===== config.mk =====
export PLATFORM = sky130hd
export DESIGN_NAME = dm_share_arbiter
export DESIGN_NICKNAME = d
export VERILOG_FILES = /design/src/rtl/dm_share_arbiter.sv
export SDC_FILE = /design/constraint.sdc
export NUM_CORES = 1
export LEC_CHECK = 0
export ABC_AREA = 1
export CAP_MARGIN = 20
export CORE_MARGIN = 2
export CORE_UTILIZATION = 28
export DETAILED_ROUTE_END_ITERATION = 12
export GPL_ROUTABILITY_DRIVEN = 0
export PLACE_DENSITY = 0.78
export SYNTH_ARGS = -nofsm -noshare
export SYNTH_HDL_FRONTEND = slang
export SYNTH_SLANG_ARGS = --single-unit

===== constraint.sdc =====
create_clock -name clk -period 2.46 [get_ports clk]
set_input_delay 0.492 -clock clk [delete_from_list [all_inputs] [get_ports clk]]
set_output_delay 0.492 -clock clk [all_outputs]
set_load 0.05 [all_outputs]

===== src/rtl/dm_share_arbiter.sv =====
// rtl/dm_share_arbiter.sv - round-robin arbiter sharing one data memory among cores
module dm_share_arbiter #(
  parameter int N_CORES = 4,
  parameter int AW      = 16,
  parameter int DW      = 16
) (
  input  logic                  clk,
  input  logic                  rst_n,
  input  logic [N_CORES-1:0]    req,
  input  logic [N_CORES-1:0]    we,
  input  logic [N_CORES*AW-1:0] addr,
  input  logic [N_CORES*DW-1:0] wdata,
  input  logic [N_CORES-1:0]    end_process,
  output logic [N_CORES-1:0]    gnt,
  output logic [N_CORES-1:0]    rvalid,
  output logic [DW-1:0]         rdata,
  output logic [AW-1:0]         mem_addr,
  output logic [DW-1:0]         mem_wdata,
  output logic                  mem_we,
  input  logic [DW-1:0]         mem_rdata,
  output logic [N_CORES-1:0]    done_mask,
  output logic                  all_done
);

  localparam int PW = (N_CORES > 1) ? $clog2(N_CORES) : 1;

  logic [PW-1:0]      ptr;
  logic [PW-1:0]      g;
  logic               found;
  logic [N_CORES-1:0] eligible;
  logic [N_CORES-1:0] gnt_int;
  logic [N_CORES-1:0] done_next;
  int                 idx;

  assign eligible  = req & ~done_mask;
  assign done_next = done_mask | end_process;

  // Search eligible cores starting at ptr, wrapping; first hit wins
  always_comb begin
    found = 1'b0;
    g     = '0;
    idx   = 0;
    for (int k = 0; k < N_CORES; k++) begin
      idx = int'(ptr) + k;
      if (idx >= N_CORES) idx = idx - N_CORES;
      if (!found && eligible[idx]) begin
        found = 1'b1;
        g     = PW'(idx);
      end
    end
  end

  // One-hot grant, suppressed while reset is asserted; idle cycles route core 0's fields
  always_comb begin
    gnt_int   = found ? (N_CORES'(1) << g) : '0;
    gnt       = rst_n ? gnt_int : '0;
    mem_addr  = addr[int'(g)*AW +: AW];
    mem_wdata = wdata[int'(g)*DW +: DW];
    mem_we    = rst_n & found & we[g];
  end

  assign rdata = mem_rdata;

  // Advance the round-robin pointer past the granted core
  always_ff @(posedge clk or negedge rst_n) begin
    if (!rst_n) begin
      ptr <= '0;
    end else if (found) begin
      ptr <= (int'(g) == N_CORES - 1) ? '0 : g + 1'b1;
    end
  end

  // Read return flag one cycle after a read grant; reset drops any in-flight read
  always_ff @(posedge clk or negedge rst_n) begin
    if (!rst_n) begin
      rvalid <= '0;
    end else begin
      rvalid <= (found && !we[g]) ? gnt_int : '0;
    end
  end

  // Sticky completion flags; the mask only affects arbitration from the next cycle
  always_ff @(posedge clk or negedge rst_n) begin
    if (!rst_n) begin
      done_mask <= '0;
      all_done  <= 1'b0;
    end else begin
      done_mask <= done_next;
      all_done  <= &done_next;
    end
  end

endmodule

==> results.cfg <==
; flow metrics
[logic_synthesis]
ys_types = 28
syn_inst = 386
ys_cells = 386
syn_avg_cell_area_sq_um = 6.11
simple_gate_share_pct = 31.5
synthXorXnorAreaFrac_pct = 0
synth_seq_share_pct = 11.7
compound_area_share_pct = 29.3
async_flop_share_pct = 100
syn_nets = 548
synth-edff-count = 0
top_cell_area_share_pct = 14.6
netlist_logic_family_top = simple AND/OR/NAND/NOR gates
muxShareOfSynthArea_pct = 0
yosys_warnings = 0
fa_ha_area_share_pct = 2.12
yosys_area_sq_um = 2360
syn-cell-area_sq_um = 2360
flop_cell = dfrtp_1
top_area_cell = nand2_1
synth_flops = 11
top_cells_by_area = nand2_1 15%, o211ai_2 13%, inv_1 13%

[sta]
slew-limit-headroom_pct = 66.7
finalSetupViolCount = 37
drv_slew = 0
period_used_pct = 116
setup_tns_ns = -12.58
finalCriticalPeriod_ns = 2.86
fin_worst_skew_ns = 0.00562
hold_viol = 0
tightest_slew_ns = 0.498
setup_ws_ns = -0.403
rsz0062_at_grt = true
max_freq_mhz = 349

[clock_tree]
cts_root_buffer = clkbuf_8
cts.sinks = 11
cts_buffers = 3
clkLatencyLatePin_ns = 0.24
htree_num_levels = 1
clock_path_buffers = 2
clk_pin_slew_ns = 0.05
cts_tree = yes

[power]
p_per_area_nw_per_um2 = 1500
comb_power_mw = 8.17
p_seq_share_pct = 3.0
pwr-share-comb_pct = 95.0
power_leader = combinational cells
p_leak_nw = 2.65
p_clk_uw = 176
p_total_mw = 8.61
pg_seq_uw = 256
swShare_pct = 52.5
ir_worst_vdd_mv = 0.914
clockPowerShare_pct = 2.0
internal-power_mw = 4.09
p_switching_mw = 4.51

[detailed_routing]
vias_per_cell = 4.91
wl_um = 11300
drc = 0
ant_nets = 0
drt-initial-drc-count = 96
drtPass1Iterations = 5
num_vias = 3409

[setup_path]
cp-start-kind = register
rr_startpoint = ptr[0]
path_max_fanout = 6
rrSetupSlack_ns = 0.25
cp.required_ns = 1.97
crit_path_end_kind = output port
critical_path_class = reg -> out
cp.arrival_ns = 2.37
timing.rr.end = rvalid[1]
ff2ff_path_depth = 16

[layout]
drive_gt1_share_pct = 42.3
layoutNonFillerInstCount = 694
fin_nets = 752
diodes = 0
syn2layout_area_growth_pct = 143

[floorplanning]
io_pins = 220
die_y_um = 95.8
fp_util_pct = 28.8
dieWidth_um = 95.8
die_area_sq_um = 9170

[flow_run]
tool_warnings = 32
drv_cap = 0

[outcome]
violations = negative setup slack
status = finished with violations

[global_route]
grt_pass1_vias = 3293
grt_overflow = 0
grt_pass1_wl_um = 15200
grt_max_degree = 30
antenna_found_initial = 0

[placement]
dpl.cell_count = 666
dpl.hpwl_um = 7890
io_buffer_count = 187
preCtsSetupSlack_ns = -0.570

[min_path]
hold_end = done_mask[2]
hold_start = done_mask[2]
hold_depth = 1
hold_class = reg -> reg
==> worst max-delay path by stage <==
stage | start | endpoint | cells after the start
6_report | ptr[0] | mem_wdata[10] | 13
5_1_grt | ptr[0] | mem_wdata[8] | 15
4_1_cts | ptr[0] | mem_addr[11] | 14
3_5_place_dp | req[1] | mem_wdata[7] | 14
3_3_place_gp | req[1] | mem_addr[5] | 15
2_1_floorplan | done_mask[3] | gnt[3] | 14
==> cells in the final DEF (no fill, tap or decap), types with 2 or more instances in the layout <==
| cell | count |
|---|---|
| a21oi_2 | 18 |
| o21ai_2 | 5 |
| nor2_4 | 6 |
| buf_16 | 2 |
| inv_4 | 3 |
| clkdlybuf4s50_1 | 146 |
| nand2_4 | 15 |
| a21oi_1 | 14 |
| inv_1 | 69 |
| buf_12 | 45 |
| o211ai_2 | 24 |
| nand3_4 | 5 |
| nor2_1 | 7 |
| nand2_8 | 7 |
| or2_2 | 4 |
| o211ai_1 | 7 |
| buf_8 | 3 |
| nand2_1 | 45 |
| o21ai_0 | 5 |
| dlygate4sd2_1 | 4 |
| nand3_1 | 11 |
| dfrtp_1 | 5 |
| o21ai_1 | 23 |
| clkbuf_8 | 3 |
| buf_6 | 8 |
| dfrtp_2 | 6 |
| nand3_2 | 9 |
| inv_2 | 7 |
| buf_4 | 17 |
| clkbuf_16 | 7 |
| ha_4 | 4 |
| nand4_1 | 3 |
| nand2_2 | 47 |
==> timing repair <==
item	4_1_cts	5_1_grt
gates cloned	5	9
hold buffers	0	0
endpoints found under the setup margin	37	37
pin swaps	12	30
resized	50	76
setup buffers	4	6
==> cell usage after synthesis, types with 5 or more instances <==
master,n
nand2_1,92
inv_1,79
a21oi_1,32
o211ai_2,25
buf_4,21
nand3_1,21
o21ai_0,21
nand2_2,14
nor2_1,12
o21ai_1,12
dfrtp_1,11
o211ai_1,7
buf_2,5
buf_6,5
==> routing by layer <==
metal  GRT usage, %  part of all wire, %
met1           22.4                   35
met2           39.7                   55
met3           5.40                  6.7
met4           6.67                  3.7
met5              0                    0
==> worst max-delay path: stages, from the launching register on <==
cell,delay (ns)
dfrtp_2,0.46
clkinv_4,0.15
nand3_2,0.12
nand3_2,0.10
nand2_4,0.13
nand2_4,0.07
nand2_4,0.10
nor2_4,0.06
nand2_8,0.13
nand2_8,0.11
clkbuf_16,0.19
o211ai_1,0.19
nand2_1,0.14
buf_12,0.17
==> final cells by class <==
class                      instances  area (sq um)
sequential                        11           283
inverter                          81           322
tap                              105           131
multi-input combinational        261          2050
clock buffer                       4          45.0
fill                             610          2450
timing repair buffer             232          2890
==> state kept, by name, summed over array words and instances (netlist names) <==
register,flops
ptr,2
done_mask,4
rvalid,4
all_done,1
==> stage by stage <==
step / utilization [%] / hold slack, ns / cell area, sq um
6_report: 70.0 / 0.529 / 5720
5_1_grt: 70.0 / 0.547 / 5720
4_1_cts: 63.3 / 0.536 / 5180
3_5_place_dp: 59.6 / 0.523 / 4880
3_3_place_gp: 59.6 / 0.509 / 4880
2_1_floorplan: - / 0.196 / 2530
class_map.png
Scale bar: 20 um.
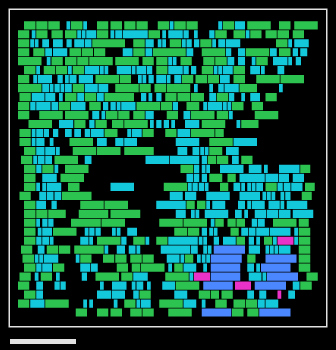
registers -> blue  # cells 11, share of their area 5.1%
remaining buffers and delay cells -> green  # cells 232, share of their area 52%
clock drivers and dummy loads -> magenta  # cells 4, share of their area 0.81%
remaining logic cells -> cyan  # cells 342, share of their area 42%
core area: 8180 sq um
Final Core Density: 70.0%
Rows: 33
flop share of the area: 4.94%

clock_wires.png
Scale bar: 20 um.
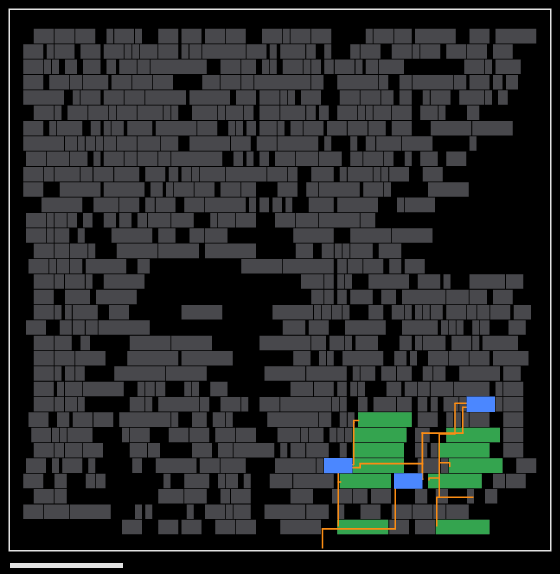
clock wires -> orange  # length 129 um
flip-flops -> green  # count 11
clock-net drivers -> blue  # count 3
routed clock nets = 4

gates.png
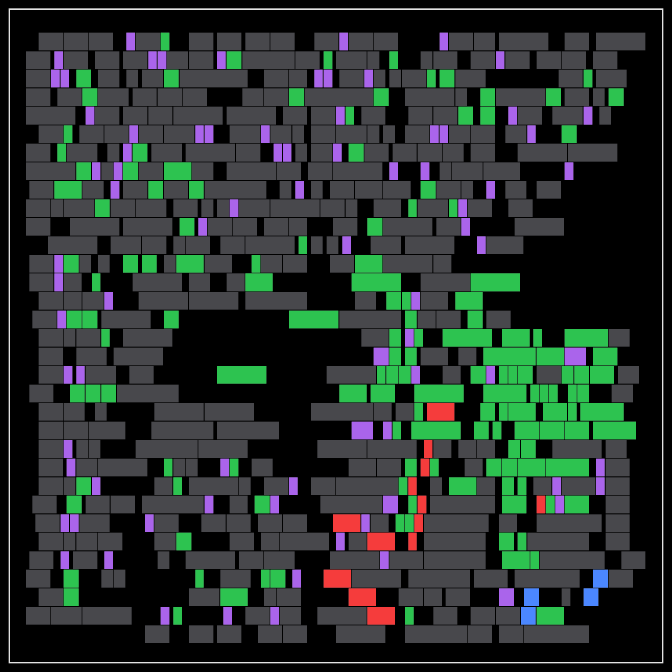
inv cells -> purple  # cells 81, where spread over the die
nor cells -> red  # cells 13
nand cells -> green  # cells 143, where spread over the die
and/or cells -> blue  # cells 4, where bottom right

congestion_map.png
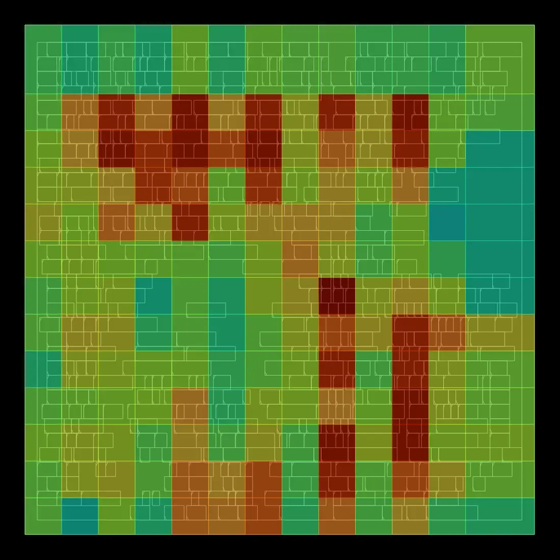
DR WL/cell: 16.4 um
met2 Usage GRT: 39.7%
total track usage: 20.9%

No activity file was given, so power comes from the tool's default toggle rates.
